===== config.mk =====
export PLATFORM = sky130hd
export DESIGN_NAME = freq_sweep_controller
export DESIGN_NICKNAME = d
export VERILOG_FILES = /design/src/rtl/ddfs_pkg.sv /design/src/rtl/freq_sweep_controller.sv
export SDC_FILE = /design/constraint.sdc
export NUM_CORES = 1
export LEC_CHECK = 0
export ABC_AREA = 1
export CAP_MARGIN = 15
export CORE_ASPECT_RATIO = 0.9
export CORE_MARGIN = 10
export CORE_UTILIZATION = 45
export CTS_BUF_LIST = sky130_fd_sc_hd__clkbuf_2 sky130_fd_sc_hd__clkbuf_4 sky130_fd_sc_hd__clkbuf_8
export CTS_CLUSTER_SIZE = 8
export DETAILED_ROUTE_END_ITERATION = 10
export PLACE_DENSITY = 0.74
export SLEW_MARGIN = 20
export SYNTH_ARGS = -nofsm -noshare
export SYNTH_HDL_FRONTEND = slang
export SYNTH_SLANG_ARGS = --single-unit

===== constraint.sdc =====
create_clock -name i_clk -period 3.4 [get_ports i_clk]
set_clock_uncertainty 0.05 [all_clocks]
set_input_delay 0.85 -clock i_clk [delete_from_list [all_inputs] [get_ports i_clk]]
set_output_delay 0.85 -clock i_clk [all_outputs]
set_load 0.01 [all_outputs]

===== src/rtl/ddfs_pkg.sv =====
// Shared types and constants for the DDFS sweep blocks.
package ddfs_pkg;

    localparam int unsigned DDFS_FREQ_WIDTH = 32;

    typedef enum logic [1:0] {
        IDLE  = 2'd0,
        DWELL = 2'd1,
        DONE  = 2'd2
    } sweep_state_t;

    typedef enum logic {
        ONE_SHOT   = 1'b0,
        CONTINUOUS = 1'b1
    } sweep_mode_t;

endpackage


===== src/rtl/freq_sweep_controller.sv =====
// Frequency-sweep sequencer driving the DDFS control word; start/stop/step/dwell latched on i_start.
// Define SWEEP_DOWN_EN to add the i_direction input for downward sweeps.
module freq_sweep_controller
    import ddfs_pkg::*;
#(
    parameter int unsigned FREQ_WIDTH  = DDFS_FREQ_WIDTH,
    parameter int unsigned DWELL_WIDTH = 16
) (
    input  logic                   i_clk,
    input  logic                   i_rst,
    input  logic                   i_start,
    input  logic                   i_abort,
    input  logic                   i_mode,
    input  logic [FREQ_WIDTH-1:0]  i_start_freq,
    input  logic [FREQ_WIDTH-1:0]  i_stop_freq,
    input  logic [FREQ_WIDTH-1:0]  i_step,
    input  logic [DWELL_WIDTH-1:0] i_dwell_cycles,
`ifdef SWEEP_DOWN_EN
    input  logic                   i_direction,
`endif
    output logic [FREQ_WIDTH-1:0]  o_freq_control,
    output logic                   o_freq_valid,
    output logic                   o_step_strobe,
    output logic                   o_busy,
    output logic                   o_done
);

    sweep_state_t           state_q, state_d;
    sweep_mode_t            mode_q, mode_d;
    logic [FREQ_WIDTH-1:0]  start_q, start_d;
    logic [FREQ_WIDTH-1:0]  stop_q, stop_d;
    logic [FREQ_WIDTH-1:0]  step_q, step_d;
    logic [DWELL_WIDTH-1:0] dwell_m1_q, dwell_m1_d;
    logic [DWELL_WIDTH-1:0] cnt_q, cnt_d;
    logic [FREQ_WIDTH-1:0]  cur_q, cur_d;
    logic                   valid_q, valid_d;
    logic                   strobe_q, strobe_d;
    logic                   busy_q, busy_d;
    logic                   done_q, done_d;
`ifdef SWEEP_DOWN_EN
    logic                   dir_q, dir_d;
`endif

    logic [FREQ_WIDTH:0]    next_full;
    logic [FREQ_WIDTH-1:0]  next_freq;
    logic                   end_of_sweep;

    // Next point is computed one bit wider so carry/borrow out of the word ends the sweep.
    always_comb begin
        next_full = {1'b0, cur_q} + {1'b0, step_q};
        next_freq = next_full[FREQ_WIDTH-1:0];
        end_of_sweep = next_full[FREQ_WIDTH] || (next_freq > stop_q) || (step_q == '0);
`ifdef SWEEP_DOWN_EN
        if (dir_q) begin
            next_full = {1'b0, cur_q} - {1'b0, step_q};
            next_freq = next_full[FREQ_WIDTH-1:0];
            end_of_sweep = next_full[FREQ_WIDTH] || (next_freq < stop_q) || (step_q == '0);
        end
`endif
    end

    always_comb begin
        state_d    = state_q;
        mode_d     = mode_q;
        start_d    = start_q;
        stop_d     = stop_q;
        step_d     = step_q;
        dwell_m1_d = dwell_m1_q;
        cnt_d      = cnt_q;
        cur_d      = cur_q;
        valid_d    = valid_q;
        busy_d     = busy_q;
        strobe_d   = 1'b0;
        done_d     = 1'b0;
`ifdef SWEEP_DOWN_EN
        dir_d      = dir_q;
`endif

        case (state_q)
            IDLE: begin
                if (i_start && !i_abort) begin
                    state_d    = DWELL;
                    mode_d     = sweep_mode_t'(i_mode);
                    start_d    = i_start_freq;
                    stop_d     = i_stop_freq;
                    step_d     = i_step;
                    // Counter holds remaining cycles minus one; a dwell of 0 behaves as 1.
                    dwell_m1_d = (i_dwell_cycles == '0) ? '0 : i_dwell_cycles - DWELL_WIDTH'(1);
                    cnt_d      = dwell_m1_d;
                    cur_d      = i_start_freq;
                    valid_d    = 1'b1;
                    busy_d     = 1'b1;
                    strobe_d   = 1'b1;
`ifdef SWEEP_DOWN_EN
                    dir_d      = i_direction;
`endif
                end
            end

            DWELL: begin
                if (i_abort) begin
                    state_d = IDLE;
                    valid_d = 1'b0;
                    busy_d  = 1'b0;
                end else if (cnt_q != '0) begin
                    cnt_d = cnt_q - DWELL_WIDTH'(1);
                end else if (!end_of_sweep) begin
                    cur_d    = next_freq;
                    cnt_d    = dwell_m1_q;
                    strobe_d = 1'b1;
                end else if (mode_q == CONTINUOUS) begin
                    cur_d    = start_q;
                    cnt_d    = dwell_m1_q;
                    strobe_d = 1'b1;
                    done_d   = 1'b1;
                end else begin
                    state_d = DONE;
                    valid_d = 1'b0;
                    busy_d  = 1'b0;
                    done_d  = 1'b1;
                end
            end

            DONE: begin
                state_d = IDLE;
            end

            default: begin
                state_d = IDLE;
                valid_d = 1'b0;
                busy_d  = 1'b0;
            end
        endcase
    end

    always_ff @(posedge i_clk) begin
        if (i_rst) begin
            state_q    <= IDLE;
            mode_q     <= ONE_SHOT;
            start_q    <= '0;
            stop_q     <= '0;
            step_q     <= '0;
            dwell_m1_q <= '0;
            cnt_q      <= '0;
            cur_q      <= '0;
            valid_q    <= 1'b0;
            strobe_q   <= 1'b0;
            busy_q     <= 1'b0;
            done_q     <= 1'b0;
`ifdef SWEEP_DOWN_EN
            dir_q      <= 1'b0;
`endif
        end else begin
            state_q    <= state_d;
            mode_q     <= mode_d;
            start_q    <= start_d;
            stop_q     <= stop_d;
            step_q     <= step_d;
            dwell_m1_q <= dwell_m1_d;
            cnt_q      <= cnt_d;
            cur_q      <= cur_d;
            valid_q    <= valid_d;
            strobe_q   <= strobe_d;
            busy_q     <= busy_d;
            done_q     <= done_d;
`ifdef SWEEP_DOWN_EN
            dir_q      <= dir_d;
`endif
        end
    end

    assign o_freq_control = cur_q;
    assign o_freq_valid   = valid_q;
    assign o_step_strobe  = strobe_q;
    assign o_busy         = busy_q;
    assign o_done         = done_q;

endmodule

Floorplan with the power grid:
The bar under the picture is 50 µm long. Pins as bars on the die edge. Tap cells in gray.
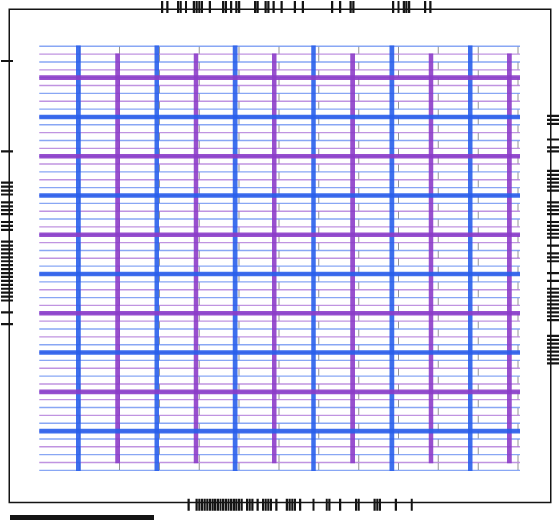
- VSS: blue
- VDD: purple
- met1 rails: 55
- met5 straps: 10
DIE WIDTH: 187 µm
core area: 0.0245 mm²
peak supply drop: 0.258 mV
Die Y: 170 µm

Cell classes on the final placement:
The bar under the picture is 50 µm long.
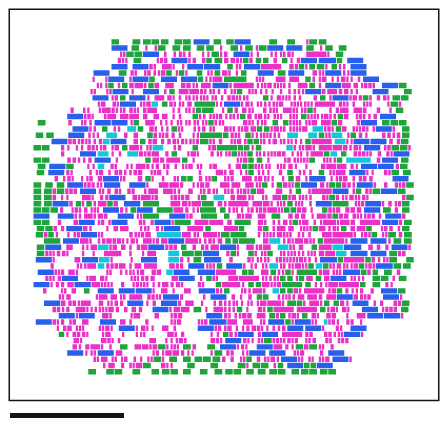
- flops: blue (cells 166)
- clock drivers and dummy loads: cyan (cells 32)
- combinational and other logic: magenta (cells 1629)
- other buffers and delay cells: green (cells 342)
fraction of area in registers: 21.0%
Layout Cell Area excl Fill: 0.0159 mm²
row count: 54
Final Core Density: 65.0%

==> impl_metrics.tcl <==
# metrics dict for downstream scripts
set metrics [dict create \
    status "complete, but fails checks" \
    violations "setup timing" \
    nClkBuffers 17 \
    place_ws_ps -447 \
    ys_cells 1866 \
    rsz0062_at_grt "true" \
    place_inst 2437 \
    port_buffers 152 \
    synth-xor-area-share_pct 2.64 \
    cp_slowest_cell "fa_2" \
    p_int_mw 4.10 \
    p_per_area_mw_per_mm2 418 \
    tns_ps -16320 \
    grt_pass1_vias 11800 \
    max_freq_ghz 0.264 \
    finalCriticalPeriod_ps 3780 \
    startpoint_type "flop" \
    r2r-end "o_freq_control[11]" \
    num-nonclk-inverters 301 \
    holdPathEnd "start_q[21]" \
    ys_sh_adder_pct 7.60 \
    clock-root-buffer "clkbuf_8" \
    crit_fanout 7 \
    fp_nets 2051 \
    multiInputCombCellCount 1328 \
    max_cap_viol_count 0 \
    io_pins 153 \
    mux_share_pct 0 \
    crit_buf_inv 3 \
    sh_comb_area_pct 46.0 \
    htreeDepth 4 \
    simple_gate_area_share_pct 35.2 \
    seq_area_mm2 0.00334 \
    dpl_cell_area_mm2 0.0142 \
    clk_pin_slew_ps 110 \
    use_met1_pct 31.6 \
    crit_cells 27 \
    ant_nets 0 \
    yosysMostFrequentCell "nand2_1" \
    hpwlAfterDp_mm 28.2 \
    setup_ws_ps -382 \
    timing.hold.ws_ps 408 \
    aoi_share_pct 12.2 \
    period_used_pct 111 \
    top_usage_layer "met2" \
    wl_met2_mm 18.6 \
    seq_power_share_pct 33.2 \
    r2r_slack_ps -380 \
    required_ps 3770 \
    postCtsSetupRepairBufs 22 \
    fp-utilization_pct 46.2 \
    end_kind "flop" \
    ys_warn_count 0 \
    max-clock-path-buffers 2 \
    hold_viol_final 0 \
    wire_per_inst_um 16.1 \
    slowest_delay_ps 400 \
    setup_viol_count_final 53 \
    ff2ff_path_depth 27 \
    grt_remaining_overflow 0 \
    drt-total-wl_mm 40.3 \
    nets 2341 \
    wl_met1_mm 18.2 \
    worst_slew_pin_slew_ps 672 \
    n_antenna_cell 0 \
    yosys-top-cells-count "nand2_1, inv_1, nor2_1" \
    synthTopCellsByArea "dfxtp_1, nand2_1, inv_1" \
    die-area_mm2 0.0319 \
    crit_start "step_q[0]" \
    globalplace.congestion 0.996 \
    vias_per_cell 5.10 \
    critPathKind "flop to flop" \
    drt_iter0_drc 1124 \
    drc 0 \
    synth_cell_types 41 \
]
Routed clock nets over the placement:
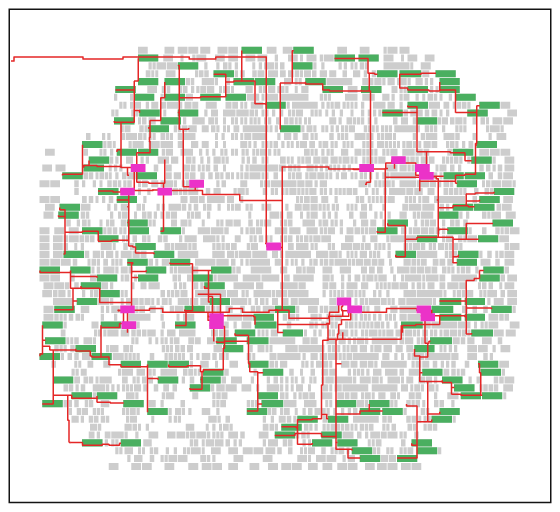
- clock drivers: magenta (count 17)
- clock wires: red (length 2350 µm)
- flip-flops: green (count 166)
- flops lie: spread over the die
- routed clock nets: 18
P_clk: 1.56 mW
latest clock arrival within the worst-skew pair: 480 ps
Clk pwr share: 23.5%

[power by group through the flow]
| stage | clock network [mW] | registers, mW | logic (mW) |
|---|---|---|---|
| after floorplan | 0 | 2.24 | 1.34 |
| after global placement | 0 | 2.23 | 2.38 |
| after detailed placement | 0 | 2.23 | 2.41 |
| after CTS | 1.56 | 2.20 | 2.66 |
| after global routing | 1.64 | 2.23 | 3.16 |
| final | 1.56 | 2.21 | 2.88 |
[cells in the final DEF (no fill, tap or decap), types with 21 or more instances in the layout]
cell             instances
a21oi_1                110
nand3_1                 59
nand4_1                 46
buf_4                  166
ha_1                    49
nand2_1                457
nor2_2                  33
o21ai_0                129
nand2_2                 53
nor2_4                  21
inv_1                  293
nor2_1                 229
dfxtp_1                156
clkdlybuf4s50_1        152
No activity file was given, so power comes from the tool's default toggle rates.
